File: config.mk
export PLATFORM = sky130hd
export DESIGN_NAME = watch_edit_ctrl_flat
export DESIGN_NICKNAME = d
export VERILOG_FILES = /design/src/rtl/watch_edit_ctrl_if.sv /design/src/rtl/watch_edit_ctrl.sv /design/src/flat_wrapper.sv
export SDC_FILE = /design/constraint.sdc
export NUM_CORES = 1
export LEC_CHECK = 0
export ABC_AREA = 1
export CAP_MARGIN = 15
export CORE_ASPECT_RATIO = 2
export CORE_MARGIN = 5
export CORE_UTILIZATION = 58
export CTS_CLUSTER_SIZE = 20
export DETAILED_ROUTE_END_ITERATION = 6
export HOLD_SLACK_MARGIN = 0.03
export PLACE_DENSITY = 0.88
export SLEW_MARGIN = 10
export SYNTH_ARGS = -nofsm -noshare
export SYNTH_HDL_FRONTEND = slang
export SYNTH_SLANG_ARGS = --single-unit
File: constraint.sdc
create_clock -name clk -period 4.96 [get_ports clk]
set_clock_uncertainty 0.15 [all_clocks]
set_input_delay 0.744 -clock clk [delete_from_list [all_inputs] [get_ports clk]]
set_output_delay 0.744 -clock clk [all_outputs]
set_load 0.05 [all_outputs]
File: src/rtl/watch_edit_ctrl_if.sv
// Button/tick inputs and field-load outputs between the debounced front panel,
// the edit controller and the watch time counters.
interface watch_edit_ctrl_if;
  logic       i_edit_en;
  logic       i_tick_100hz;
  logic       i_up;
  logic       i_down;
  logic       i_left;
  logic       i_right;
  logic [5:0] i_sec;
  logic [5:0] i_min;
  logic [4:0] i_hour;
  logic [2:0] o_cursor;
  logic       o_load;
  logic [1:0] o_ld_field;
  logic [5:0] o_ld_value;
  logic       o_blink;
  logic       o_freeze;

  modport master (
    output i_edit_en, i_tick_100hz, i_up, i_down, i_left, i_right,
    output i_sec, i_min, i_hour,
    input  o_cursor, o_load, o_ld_field, o_ld_value, o_blink, o_freeze
  );

  modport slave (
    input  i_edit_en, i_tick_100hz, i_up, i_down, i_left, i_right,
    input  i_sec, i_min, i_hour,
    output o_cursor, o_load, o_ld_field, o_ld_value, o_blink, o_freeze
  );
endinterface

File: src/rtl/watch_edit_ctrl.sv
// Time-set controller: digit cursor, up/down field loads with press-and-hold
// auto-repeat, display blink phase and msec-counter freeze.
module watch_edit_ctrl #(
  parameter int REPEAT_DELAY = 50,
  parameter int REPEAT_RATE  = 10,
  parameter int BLINK_HALF   = 50
) (
  input  logic               clk,
  input  logic               rst,
  watch_edit_ctrl_if.slave   bus
);
  localparam logic [1:0] ST_IDLE = 2'd0;
  localparam logic [1:0] ST_EDIT = 2'd1;
  localparam logic [1:0] ST_HOLD = 2'd2;
  localparam logic [1:0] ST_RPT  = 2'd3;
  localparam int CW = 16;

  logic [1:0]    state_q, state_d;
  logic [3:0]    btn_prev_q, btn_prev_d;
  logic          dir_up_q, dir_up_d;
  logic [CW-1:0] hold_cnt_q, hold_cnt_d;
  logic [CW-1:0] blink_cnt_q, blink_cnt_d;
  logic          blink_q, blink_d;
  logic [2:0]    cursor_q, cursor_d;
  logic          load_q, load_d;
  logic [1:0]    ld_field_q, ld_field_d;
  logic [5:0]    ld_value_q, ld_value_d;

  logic          up_press, down_press, left_press, right_press;
  logic          load_evt, load_up, held_ok;
  logic [CW-1:0] hold_limit;
  logic [1:0]    field;
  logic [6:0]    cur_val, max_val, step_val, clamp_val, sum_val;
  logic [5:0]    new_val;

  assign up_press    = bus.i_up    & ~btn_prev_q[0];
  assign down_press  = bus.i_down  & ~btn_prev_q[1];
  assign left_press  = bus.i_left  & ~btn_prev_q[2];
  assign right_press = bus.i_right & ~btn_prev_q[3];
  assign btn_prev_d  = {bus.i_right, bus.i_left, bus.i_down, bus.i_up};

  // Field arithmetic: clamp an out-of-range reading, then step with wrap.
  always_comb begin
    field    = cursor_q[2:1];
    step_val = cursor_q[0] ? 7'd10 : 7'd1;
    case (field)
      2'd0:    begin cur_val = {1'b0, bus.i_sec}; max_val = 7'd60; end
      2'd1:    begin cur_val = {1'b0, bus.i_min}; max_val = 7'd60; end
      default: begin cur_val = {2'b0, bus.i_hour}; max_val = 7'd24; end
    endcase
    clamp_val = (cur_val >= max_val) ? max_val - 7'd1 : cur_val;
    sum_val   = clamp_val + step_val;
    if (load_up)
      new_val = (sum_val >= max_val) ? 6'(sum_val - max_val) : 6'(sum_val);
    else
      new_val = (clamp_val < step_val) ? 6'(clamp_val + max_val - step_val)
                                       : 6'(clamp_val - step_val);
  end

  always_comb begin
    state_d     = state_q;
    dir_up_d    = dir_up_q;
    hold_cnt_d  = hold_cnt_q;
    blink_cnt_d = blink_cnt_q;
    blink_d     = blink_q;
    cursor_d    = cursor_q;
    load_evt    = 1'b0;
    load_up     = dir_up_q;
    held_ok     = dir_up_q ? (bus.i_up & ~bus.i_down) : (bus.i_down & ~bus.i_up);
    hold_limit  = (state_q == ST_HOLD) ? CW'(REPEAT_DELAY) : CW'(REPEAT_RATE);

    if (state_q != ST_IDLE && bus.i_tick_100hz) begin
      if (blink_cnt_q + CW'(1) == CW'(BLINK_HALF)) begin
        blink_cnt_d = '0;
        blink_d     = ~blink_q;
      end else begin
        blink_cnt_d = blink_cnt_q + CW'(1);
      end
    end

    case (state_q)
      ST_IDLE: begin
        if (bus.i_edit_en) begin
          state_d     = ST_EDIT;
          cursor_d    = 3'd0;
          blink_cnt_d = '0;
          blink_d     = 1'b0;
        end
      end
      ST_EDIT: begin
        if (up_press && !bus.i_down) begin
          load_evt = 1'b1; load_up = 1'b1; dir_up_d = 1'b1;
          state_d = ST_HOLD; hold_cnt_d = '0;
        end else if (down_press && !bus.i_up) begin
          load_evt = 1'b1; load_up = 1'b0; dir_up_d = 1'b0;
          state_d = ST_HOLD; hold_cnt_d = '0;
        end else if (!bus.i_up && !bus.i_down && left_press && !right_press) begin
          cursor_d = (cursor_q == 3'd5) ? 3'd0 : cursor_q + 3'd1;
        end else if (!bus.i_up && !bus.i_down && right_press && !left_press) begin
          cursor_d = (cursor_q == 3'd0) ? 3'd5 : cursor_q - 3'd1;
        end
      end
      default: begin
        // HOLD and RPT share exit rules; only the tick limit differs.
        if (!held_ok) begin
          state_d = ST_EDIT;
        end else if (bus.i_tick_100hz) begin
          if (hold_cnt_q + CW'(1) == hold_limit) begin
            load_evt   = 1'b1;
            state_d    = ST_RPT;
            hold_cnt_d = '0;
          end else begin
            hold_cnt_d = hold_cnt_q + CW'(1);
          end
        end
      end
    endcase

    if (state_q != ST_IDLE && !bus.i_edit_en) begin
      state_d     = ST_IDLE;
      load_evt    = 1'b0;
      blink_d     = 1'b0;
      blink_cnt_d = '0;
    end

    load_d     = load_evt;
    ld_field_d = load_evt ? field   : ld_field_q;
    ld_value_d = load_evt ? new_val : ld_value_q;
  end

  always_ff @(posedge clk) begin
    if (rst) begin
      state_q     <= ST_IDLE;
      btn_prev_q  <= '0;
      dir_up_q    <= 1'b0;
      hold_cnt_q  <= '0;
      blink_cnt_q <= '0;
      blink_q     <= 1'b0;
      cursor_q    <= '0;
      load_q      <= 1'b0;
      ld_field_q  <= '0;
      ld_value_q  <= '0;
    end else begin
      state_q     <= state_d;
      btn_prev_q  <= btn_prev_d;
      dir_up_q    <= dir_up_d;
      hold_cnt_q  <= hold_cnt_d;
      blink_cnt_q <= blink_cnt_d;
      blink_q     <= blink_d;
      cursor_q    <= cursor_d;
      load_q      <= load_d;
      ld_field_q  <= ld_field_d;
      ld_value_q  <= ld_value_d;
    end
  end

  assign bus.o_cursor   = cursor_q;
  assign bus.o_load     = load_q;
  assign bus.o_ld_field = ld_field_q;
  assign bus.o_ld_value = ld_value_q;
  assign bus.o_blink    = blink_q;
  assign bus.o_freeze   = (state_q != ST_IDLE);
endmodule
File: src/flat_wrapper.sv
// flat-port wrapper written by rule: the top's interface ports become plain ports
module watch_edit_ctrl_flat 
#(
  parameter int REPEAT_DELAY = 50,
  parameter int REPEAT_RATE  = 10,
  parameter int BLINK_HALF   = 50
)
  (clk, rst, bus_i_edit_en, bus_i_tick_100hz, bus_i_up, bus_i_down, bus_i_left, bus_i_right, bus_i_sec, bus_i_min, bus_i_hour, bus_o_cursor, bus_o_load, bus_o_ld_field, bus_o_ld_value, bus_o_blink, bus_o_freeze);
  watch_edit_ctrl_if bus_i ();
  input  logic clk;
  input  logic rst;
  input wire logic [$bits(bus_i.i_edit_en)-1:0] bus_i_edit_en;
  input wire logic [$bits(bus_i.i_tick_100hz)-1:0] bus_i_tick_100hz;
  input wire logic [$bits(bus_i.i_up)-1:0] bus_i_up;
  input wire logic [$bits(bus_i.i_down)-1:0] bus_i_down;
  input wire logic [$bits(bus_i.i_left)-1:0] bus_i_left;
  input wire logic [$bits(bus_i.i_right)-1:0] bus_i_right;
  input wire logic [$bits(bus_i.i_sec)-1:0] bus_i_sec;
  input wire logic [$bits(bus_i.i_min)-1:0] bus_i_min;
  input wire logic [$bits(bus_i.i_hour)-1:0] bus_i_hour;
  output wire logic [$bits(bus_i.o_cursor)-1:0] bus_o_cursor;
  output wire logic [$bits(bus_i.o_load)-1:0] bus_o_load;
  output wire logic [$bits(bus_i.o_ld_field)-1:0] bus_o_ld_field;
  output wire logic [$bits(bus_i.o_ld_value)-1:0] bus_o_ld_value;
  output wire logic [$bits(bus_i.o_blink)-1:0] bus_o_blink;
  output wire logic [$bits(bus_i.o_freeze)-1:0] bus_o_freeze;
  assign bus_i.i_edit_en = bus_i_edit_en;
  assign bus_i.i_tick_100hz = bus_i_tick_100hz;
  assign bus_i.i_up = bus_i_up;
  assign bus_i.i_down = bus_i_down;
  assign bus_i.i_left = bus_i_left;
  assign bus_i.i_right = bus_i_right;
  assign bus_i.i_sec = bus_i_sec;
  assign bus_i.i_min = bus_i_min;
  assign bus_i.i_hour = bus_i_hour;
  assign bus_o_cursor = bus_i.o_cursor;
  assign bus_o_load = bus_i.o_load;
  assign bus_o_ld_field = bus_i.o_ld_field;
  assign bus_o_ld_value = bus_i.o_ld_value;
  assign bus_o_blink = bus_i.o_blink;
  assign bus_o_freeze = bus_i.o_freeze;
  watch_edit_ctrl #(.REPEAT_DELAY(REPEAT_DELAY), .REPEAT_RATE(REPEAT_RATE), .BLINK_HALF(BLINK_HALF)) u_core (.clk(clk), .rst(rst), .bus(bus_i));
endmodule
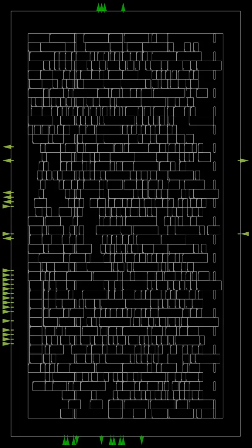
(cell placement)
# fillers: 601
placement row count: 42

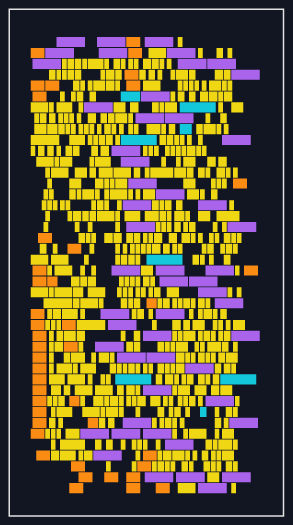
(cell classes on the final placement)
Drawn at 4 px/micron.
colour	class	cells	share of their area
yellow	combinational and other logic	527	64%
orange	remaining buffers and delay cells	42	9.3%
purple	sequential cells	52	24%
cyan	clock drivers and dummy loads	8	3.4%
Finished Core Util: 68.6%
fraction of area in registers: 22.9%
post-route cell area: 4540 sq um

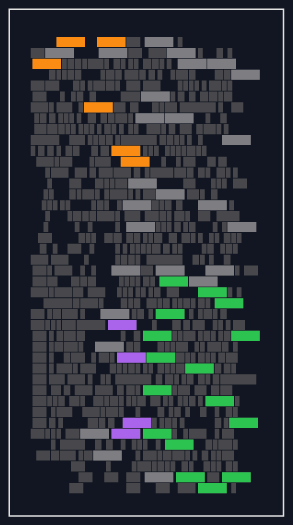
(sequential cells grouped by signal name)
Drawn at 4 px/micron.
colour	netlist name	flops
purple	u_core.btn_prev_q	4
green	u_core.blink_cnt_q	16
orange	u_core.bus.o_ld_value	6

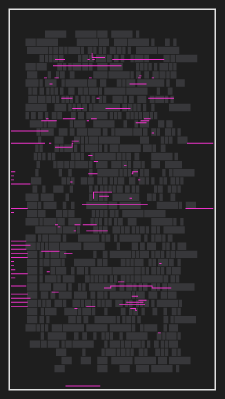
(M3 wires)
Drawn at 3 px/micron.
longest straight run	22.5 microns
share of all routed wire	3.4%
wire length on this layer	355 microns

==> flow_summary.toml <==
# implementation run metrics
[clock_tree]
numClockSinks = 52
clock.latency.late_pin_ns = 0.30
post-cts-setup-buffer-count = 0

[synth]
yosysWarnings = 0
count_of_distinct_cell_types_in_the_synthesized_netlist = 43
mappedNetlistNets = 640
synthAdderAreaFrac_pct = 8.22
top_cell = "sky130_fd_sc_hd__nand2_1"
part_of_the_yosys_area_used_for_sequential_elements_pct = 26.5
synth_top_flop_cell = "sky130_fd_sc_hd__dfxtp_1"

[route]
viasPerCell = 5.45
routed_wire_per_std_cell_microns = 14.4

[grt]
grt.busiest_layer = "met2"
met3_demand_to_capacity_share_in_global_routing_pct = 3.45
met1_usage_pct = 23.6
antenna_found_initial = 0
grt_overflow = 0

[setup_path]
cp.depth = 25
worstReg2RegEnd = "u_core.bus.o_ld_value[4]"
cpMaxStageDelayCell = "sky130_fd_sc_hd__clkdlybuf4s50_1"
worstSetupStartpoint = "bus_i_min[4]"
rrSetupSlack_ns = 0.75

[die]
floorplan.initialDensity_pct = 59.3
tapCellCount = 88
die.size.x_microns = 68.2
die.size.y_microns = 126

[final_layout]
final-instance-count-excl-fill = 717
largest_cell_class = "combinational gates"
clock_area_share_pct = 3.36
areaGrowthSynthToFinish_pct = 15.7

[status]
status = "completed"

[power]
intPower_w = 0.00123

[final_timing]
grt_setup_unrepaired = "false"
fmax_mhz = 235
